[config.mk]
export PLATFORM = sky130hd
export DESIGN_NAME = serdesphy_tx_lane
export DESIGN_NICKNAME = d
export VERILOG_FILES = /design/src/rtl/serdesphy_pkg.sv /design/src/rtl/serdesphy_sync_fifo.sv /design/src/rtl/serdesphy_tx_lane.sv
export SDC_FILE = /design/constraint.sdc
export NUM_CORES = 1
export LEC_CHECK = 0
export CAP_MARGIN = 25
export CORE_UTILIZATION = 56
export DETAILED_ROUTE_END_ITERATION = 6
export PLACE_DENSITY = 0.86
export RECOVER_POWER = 50
export REMOVE_ABC_BUFFERS = 1
export SYNTH_ARGS = -nofsm -noshare
export SYNTH_HDL_FRONTEND = slang
export SYNTH_SLANG_ARGS = --single-unit
[constraint.sdc]
create_clock -name clk_ref_24m -period 4.3 [get_ports clk_ref_24m]
set_clock_uncertainty 0.1 [all_clocks]
set_input_delay 0.86 -clock clk_ref_24m [delete_from_list [all_inputs] [get_ports clk_ref_24m]]
set_output_delay 0.86 -clock clk_ref_24m [all_outputs]
set_load 0.02 [all_outputs]
[src/rtl/serdesphy_pkg.sv]
// Shared types and constants for the SerDes PHY transmit lane: lane states,
// word-source selection, the PRBS-7 polynomial and the default sync word.
package serdesphy_pkg;

    typedef enum logic [1:0] {
        IDLE,
        SYNC,
        DATA
    } lane_state_t;

    typedef enum logic [1:0] {
        SRC_SYNC,
        SRC_PRBS,
        SRC_FIFO,
        SRC_FILL
    } word_src_t;

    // x^7 + x^6 + 1: feedback from bits 6 and 5, serial output is bit 6
    localparam int         PRBS7_TAP_HI = 6;
    localparam int         PRBS7_TAP_LO = 5;
    localparam logic [6:0] PRBS7_SEED   = 7'h7F;

    localparam logic [3:0] SYNC_WORD_DEFAULT = 4'hA;

    function automatic logic [6:0] prbs7_next(input logic [6:0] r);
        return {r[5:0], r[PRBS7_TAP_HI] ^ r[PRBS7_TAP_LO]};
    endfunction

endpackage

[src/rtl/serdesphy_sync_fifo.sv]
// Single-clock word FIFO with occupancy level; full blocks writes regardless of
// a same-cycle read, and the head entry is presented combinationally.
module serdesphy_sync_fifo #(
    parameter int DATA_W     = 4,
    parameter int FIFO_DEPTH = 8
) (
    input  logic                          clk,
    input  logic                          rst_n,
    input  logic                          push,
    input  logic [DATA_W-1:0]             wr_data,
    input  logic                          pop,
    output logic [DATA_W-1:0]             head,
    output logic [$clog2(FIFO_DEPTH):0]   level,
    output logic                          full,
    output logic                          empty
);
    localparam int AW = $clog2(FIFO_DEPTH);

    logic [DATA_W-1:0] mem [FIFO_DEPTH];
    logic [AW-1:0]     wr_ptr;
    logic [AW-1:0]     rd_ptr;
    logic              do_push;
    logic              do_pop;

    assign full    = (level == (AW+1)'(FIFO_DEPTH));
    assign empty   = (level == '0);
    assign do_push = push && !full;
    assign do_pop  = pop && !empty;
    assign head    = mem[rd_ptr];

    always_ff @(posedge clk or negedge rst_n) begin
        if (!rst_n) begin
            wr_ptr <= '0;
            rd_ptr <= '0;
            level  <= '0;
        end else begin
            if (do_push) wr_ptr <= wr_ptr + 1'b1;
            if (do_pop)  rd_ptr <= rd_ptr + 1'b1;
            level <= level + (AW+1)'(do_push) - (AW+1)'(do_pop);
        end
    end

    always_ff @(posedge clk) begin
        if (do_push) mem[wr_ptr] <= wr_data;
    end

endmodule

[src/rtl/serdesphy_tx_lane.sv]
// SerDes TX lane: FIFO-buffered words serialised MSB-first with sync preamble and
// fill on starvation. Define SERDESPHY_PRBS_EN to build the PRBS-7 test source.
module serdesphy_tx_lane
    import serdesphy_pkg::*;
#(
    parameter int                DATA_W     = 4,
    parameter int                FIFO_DEPTH = 8,
    parameter logic [DATA_W-1:0] SYNC_WORD  = DATA_W'(SYNC_WORD_DEFAULT),
    parameter int                SYNC_REPS  = 4
) (
    input  logic                          clk_ref_24m,
    input  logic                          rst_n,
    input  logic                          tx_en,
    input  logic [DATA_W-1:0]             tx_data,
    input  logic                          tx_valid,
    output logic                          tx_ready,
    input  logic                          prbs_mode,
    input  logic                          clr_err,
    output logic                          txp,
    output logic                          txn,
    output logic [$clog2(FIFO_DEPTH):0]   fifo_level,
    output logic                          overflow,
    output logic                          busy
);
    localparam int                CNT_W     = $clog2(DATA_W);
    localparam int                SCNT_W    = $clog2(SYNC_REPS + 1);
    localparam logic [CNT_W-1:0]  LAST_BIT  = CNT_W'(DATA_W - 1);
    localparam logic [SCNT_W-1:0] LAST_SYNC = SCNT_W'(SYNC_REPS - 1);

    lane_state_t       state, state_nx;
    word_src_t         src, data_src;
    logic              load;
    logic              boundary;
    logic              fifo_full;
    logic              fifo_empty;
    logic              fifo_pop;
    logic              serial_bit;
    logic [CNT_W-1:0]  bit_cnt;
    logic [SCNT_W-1:0] sync_cnt;
    logic [DATA_W-1:0] shreg;
    logic [DATA_W-1:0] fifo_head;
    logic [DATA_W-1:0] next_word;

    serdesphy_sync_fifo #(
        .DATA_W     (DATA_W),
        .FIFO_DEPTH (FIFO_DEPTH)
    ) u_fifo (
        .clk     (clk_ref_24m),
        .rst_n   (rst_n),
        .push    (tx_valid),
        .wr_data (tx_data),
        .pop     (fifo_pop),
        .head    (fifo_head),
        .level   (fifo_level),
        .full    (fifo_full),
        .empty   (fifo_empty)
    );

    assign tx_ready  = !fifo_full;
    assign txn       = ~txp;
    assign busy      = (state != IDLE);
    assign boundary  = (bit_cnt == LAST_BIT);
    assign fifo_pop  = load && (src == SRC_FIFO);
    assign next_word = (src == SRC_FIFO) ? fifo_head : SYNC_WORD;

`ifdef SERDESPHY_PRBS_EN
    logic [6:0] prbs;
    logic       prbs_word;

    assign data_src   = prbs_mode  ? SRC_PRBS :
                        fifo_empty ? SRC_FILL : SRC_FIFO;
    assign serial_bit = prbs_word ? prbs[PRBS7_TAP_HI] : shreg[DATA_W-1];

    // The generator only steps while its bits are actually on the line
    always_ff @(posedge clk_ref_24m or negedge rst_n) begin
        if (!rst_n) begin
            prbs      <= PRBS7_SEED;
            prbs_word <= 1'b0;
        end else begin
            if (state == IDLE || boundary) prbs_word <= load && (src == SRC_PRBS);
            if (prbs_word) prbs <= prbs7_next(prbs);
        end
    end
`else
    logic unused_prbs_mode;

    assign unused_prbs_mode = prbs_mode;
    assign data_src         = fifo_empty ? SRC_FILL : SRC_FIFO;
    assign serial_bit       = shreg[DATA_W-1];
`endif

    always_comb begin
        state_nx = state;
        load     = 1'b0;
        src      = SRC_FILL;
        case (state)
            IDLE: begin
                if (tx_en) begin
                    state_nx = SYNC;
                    load     = 1'b1;
                    src      = SRC_SYNC;
                end
            end
            SYNC: begin
                if (boundary) begin
                    if (!tx_en) begin
                        state_nx = IDLE;
                    end else if (sync_cnt != LAST_SYNC) begin
                        load = 1'b1;
                        src  = SRC_SYNC;
                    end else begin
                        state_nx = DATA;
                        load     = 1'b1;
                        src      = data_src;
                    end
                end
            end
            DATA: begin
                if (boundary) begin
                    if (!tx_en) begin
                        state_nx = IDLE;
                    end else begin
                        load = 1'b1;
                        src  = data_src;
                    end
                end
            end
            default: state_nx = IDLE;
        endcase
    end

    always_ff @(posedge clk_ref_24m or negedge rst_n) begin
        if (!rst_n) begin
            state    <= IDLE;
            bit_cnt  <= '0;
            sync_cnt <= '0;
            txp      <= 1'b0;
            overflow <= 1'b0;
        end else begin
            state <= state_nx;
            if (state == IDLE) begin
                bit_cnt  <= '0;
                sync_cnt <= '0;
                txp      <= 1'b0;
            end else begin
                bit_cnt <= boundary ? '0 : bit_cnt + 1'b1;
                txp     <= serial_bit;
                if (state == SYNC && boundary) sync_cnt <= sync_cnt + 1'b1;
            end
            // A new overflow event outranks a simultaneous clear
            if (tx_valid && !tx_ready) overflow <= 1'b1;
            else if (clr_err)          overflow <= 1'b0;
        end
    end

    always_ff @(posedge clk_ref_24m) begin
        if (load) shreg <= next_word;
        else      shreg <= shreg << 1;
    end

endmodule

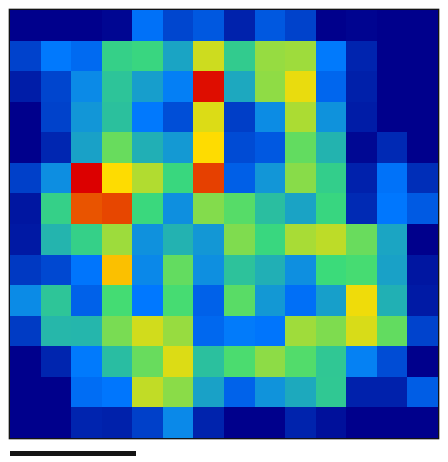
Fig. 1. Wire density map (run 1).
Bar = 20 um. 14 x 14 tiles, from dark blue (low) to red (high), scaled to the fullest tile. Values are wire area over tile area, all layers added.
mean over tiles: 0.13
nearly empty tiles: 15%
emptiest ninth of the die: top right
tiles over half the peak: 24%

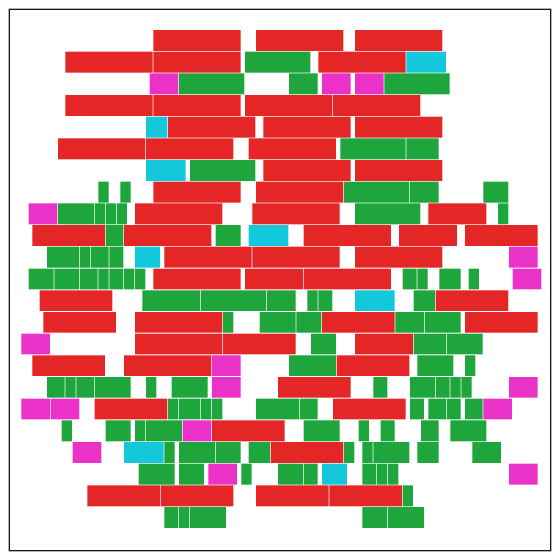
Fig. 2. Cells colored by class (run 1).
legend:
  green:
    class: remaining logic cells
    cells: 105
    share_of_their_area: 33%
  red:
    class: registers
    cells: 55
    share_of_their_area: 57%
  magenta:
    class: remaining buffers and delay cells
    cells: 17
    share_of_their_area: 6.4%
  cyan:
    class: clock drivers and dummy loads
    cells: 8
    share_of_their_area: 3.5%
Rows: 23
Seq area share: 0.556
final core utilization: 0.668
final instance area: 2730 um^2

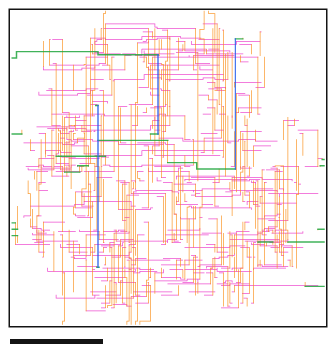
Fig. 3. Signal wires by layer (run 1).
Bar = 20 um.
legend:
  green:
    layer: M3
    wire_length: 107 um
  blue:
    layer: M4
    wire_length: 79.6 um
  magenta:
    layer: M1
    wire_length: 1620 um
  orange:
    layer: M2
    wire_length: 2080 um
WL/cell: 16.5 um
Total GRT Usage: 0.201
via count: 1320

==> reports/qor.txt, run 1 <==
Comb group -> 0.000554 W
Met1 Wirelength -> 1620 um
uppermost layer routed -> met4
area delta synth->final -> 12.8%
met2 usage -> 0.340
Mux cell area share -> 0.102
CP Depth -> 9
count leader, synth -> edfxtp_1
CP startpoint -> tx_en
largest class -> sequential cells
Max Cap Viol -> 0
CTS root buf -> clkbuf_8
Hold Path Depth -> 1
Setup WS post-layout -> 1.06 ns
Comb area share -> 0.303
CP top delay family -> adder cells
launching element type of the critical path -> input pin
number of global-route vias before repair -> 1333
nonclk buf count -> 17
tool warnings -> 30
worst path arrival time -> 3.35 ns
seq_cells -> 55
average via count per standard cell -> 5.62
YS warnings -> 0
Reg area -> 1520 um^2
Synth top cells by count -> edfxtp_1, dfrtp_1, inv_1
Pwr top -> registers
fillers -> 291
Die H -> 67.7 um
Hold Crit Start -> bit_cnt[0]
Top FF cell, synth -> edfxtp_1
reg2reg end -> u_fifo.level[2]
status -> finished, final reports clean
GR Util met1 -> 0.239
TritonRoute pass-1 iters -> 4
yosys simple share -> 0.0817
H-tree Lvls -> 2
Worst slew margin -> 0.388
met3 wire len -> 106 um
Sink Count -> 55
origin of the critical flop-to-flop path -> state[1]
Chip Area, Yosys -> 2420 um^2
sw power -> 0.000547 W
CTS resizes -> 0
Yosys Instances -> 164
capture point of the worst path -> u_fifo.level[2]
Fig. 4: run 1, where the registers sit
Bar = 20 um. Other sequential cells in the stronger gray, the rest of the logic in the fainter gray.
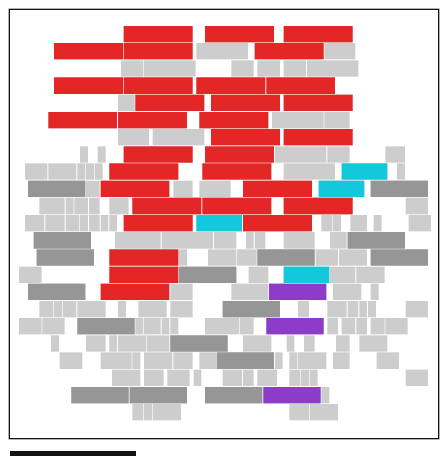

## Run 2: what changed since run 1
==> constraint.sdc (replaced) <==
create_clock -name clk_ref_24m -period 3.1 [get_ports clk_ref_24m]
set_clock_uncertainty 0.1 [all_clocks]
set_input_delay 0.62 -clock clk_ref_24m [delete_from_list [all_inputs] [get_ports clk_ref_24m]]
set_output_delay 0.62 -clock clk_ref_24m [all_outputs]
set_load 0.02 [all_outputs]
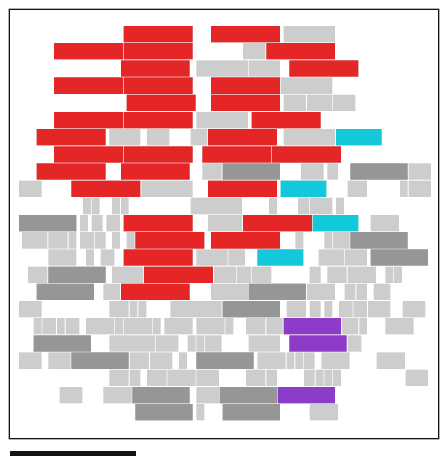
Fig. 5. Where the registers sit (run 2).
Bar = 20 um. Other sequential cells in the stronger gray, the rest of the logic in the fainter gray.
legend:
  purple:
    name_in_the_netlist: `sync_cnt`
    placed_flops: 3
  cyan:
    name_in_the_netlist: `shreg`
    placed_flops: 4
    where: right middle
  red:
    name_in_the_netlist: `u_fifo.mem`
    placed_flops: 32
not colored: 16
Reg area: 1520 um^2
Seq area share: 0.554
final core utilization: 0.670
Seq group: 0.00107 W

==> run 2 against run 1 <==
Core utilization increased by 0.25 points. First-iteration DRC count up 13%. Sequential share of layout area down 0.20 points. Die size did not move. Sequential power increased by 37%. Clock power increased by 37%. Routed wire length is 2.3% lower. Hold slack barely moved. Cell count is 0.85% higher. Largest power group unchanged.
==> reports/qor.txt, run 2 <==
Total GRT Usage -> 0.197
Die H -> 67.7 um
Max Cap Viol -> 0
CP top delay family -> adder cells
Hold Crit Start -> bit_cnt[0]
via count -> 1308
status -> finished, final reports clean
Comb group -> 0.000779 W
WL/cell -> 16.0 um
average via count per standard cell -> 5.52
CTS resizes -> 0
Setup WS post-layout -> 0.317 ns
H-tree Lvls -> 2
area delta synth->final -> 13.2%
Top FF cell, synth -> edfxtp_1
CP startpoint -> state[0]
count leader, synth -> edfxtp_1
nonclk buf count -> 19
Mux cell area share -> 0.102
CP Depth -> 11
met3 wire len -> 119 um
origin of the critical flop-to-flop path -> state[0]
launching element type of the critical path -> flip-flop
uppermost layer routed -> met4
Yosys Instances -> 164
Rows -> 23
reg2reg end -> u_fifo.level[3]
yosys simple share -> 0.0817
worst path arrival time -> 2.91 ns
number of global-route vias before repair -> 1363
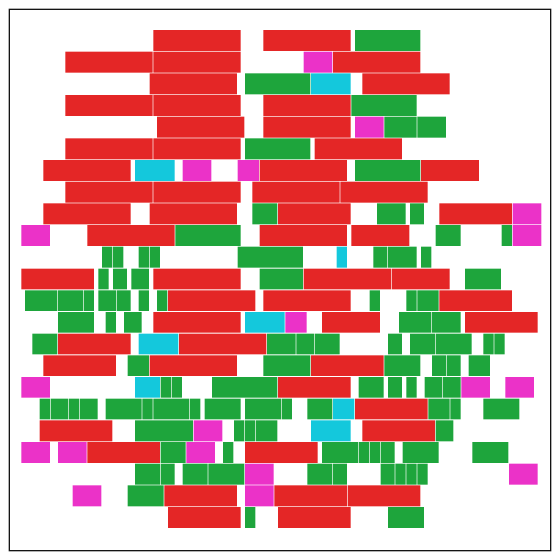
Fig. 6. Cells colored by class (run 2).
legend:
  cyan:
    class: clock drivers and dummy loads
    cells: 8
    share_of_their_area: 3.3%
  red:
    class: registers
    cells: 55
    share_of_their_area: 57%
  green:
    class: remaining logic cells
    cells: 105
    share_of_their_area: 33%
  magenta:
    class: remaining buffers and delay cells
    cells: 19
    share_of_their_area: 6.9%

Fig. 7: run 2, wire density map
Bar = 20 um. 14 x 14 tiles, from dark blue (low) to red (high), scaled to the fullest tile. Values are wire area over tile area, all layers added.
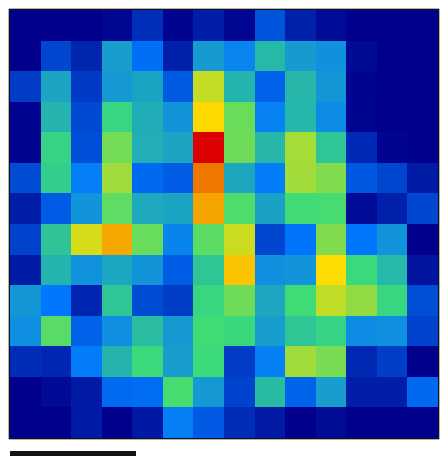

## Run 3: what changed since run 2
--- a/config.mk
+++ b/config.mk
@@ -8,6 +8,7 @@
 export CAP_MARGIN = 25
 export CORE_UTILIZATION = 56
 export DETAILED_ROUTE_END_ITERATION = 6
+export GPL_TIMING_DRIVEN = 0
 export PLACE_DENSITY = 0.86
 export RECOVER_POWER = 50
 export REMOVE_ABC_BUFFERS = 1
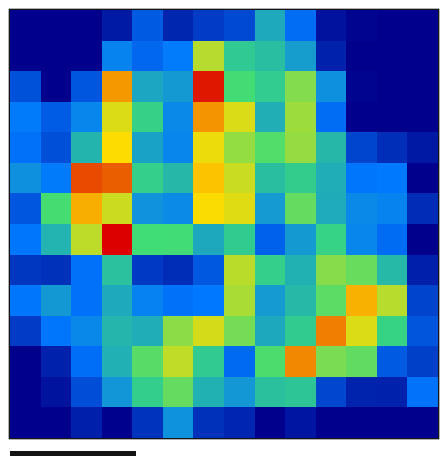
Fig. 8. Wire density map (run 3).
Bar = 20 um. 14 x 14 tiles, from dark blue (low) to red (high), scaled to the fullest tile. Values are wire area over tile area, all layers added.
tiles over half the peak: 24%
mean over tiles: 0.14
fullest tile: 0.43
nearly empty tiles: 16%

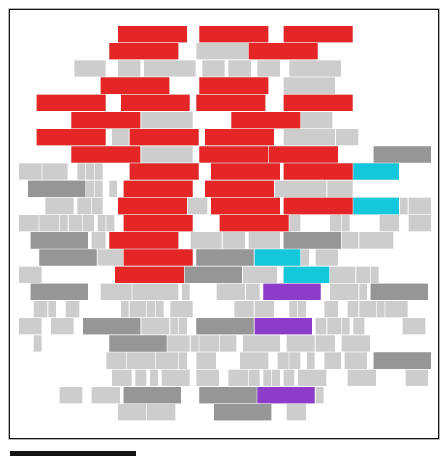
Fig. 9. Where the registers sit (run 3).
Bar = 20 um. Other sequential cells in the stronger gray, the rest of the logic in the fainter gray.
Seq group: 0.00108 W
final core utilization: 0.669
Seq area share: 0.555

==> run 3 against run 2 <==
Clock-buffer cell count decreased by 1. Combinational power down 0.5%. Sequential power barely moved. Setup slack worse by 0.21 ns. Synthesized cell count stayed put. Synthesized area unchanged. Critical path depth is 2 lower. Global-route usage rose by 0.78 points. Cell count fell by 0.84%. Clock power is 5.4% higher. Sequential cell count unchanged. Critical endpoint is now u_fifo.level[2]. Largest cell class unchanged.
==> reports/qor.txt, run 3 <==
Comb area share -> 0.303
uppermost layer routed -> met4
CTS root buf -> clkbuf_8
sw power -> 0.000770 W
H-tree Lvls -> 2
Reg area -> 1520 um^2
CP startpoint -> tx_en
Setup WS post-layout -> 0.108 ns
Die H -> 67.7 um
CP Depth -> 9
fillers -> 294
met2 usage -> 0.353
number of global-route vias before repair -> 1347
Synth top cells by count -> edfxtp_1, dfrtp_1, inv_1
nonclk buf count -> 17
Yosys Instances -> 164
average via count per standard cell -> 5.61
CTS resizes -> 0
area delta synth->final -> 13.0%
final instance area -> 2730 um^2
status -> finished, final reports clean
CP top delay family -> adder cells
Chip Area, Yosys -> 2420 um^2
Top FF cell, synth -> edfxtp_1
Worst slew margin -> 0.410
Mux cell area share -> 0.102
via count -> 1319
Hold Path Depth -> 1
Total GRT Usage -> 0.205
launching element type of the critical path -> input pin
YS warnings -> 0
Comb group -> 0.000775 W
No activity file was given, so power comes from the tool's default toggle rates.
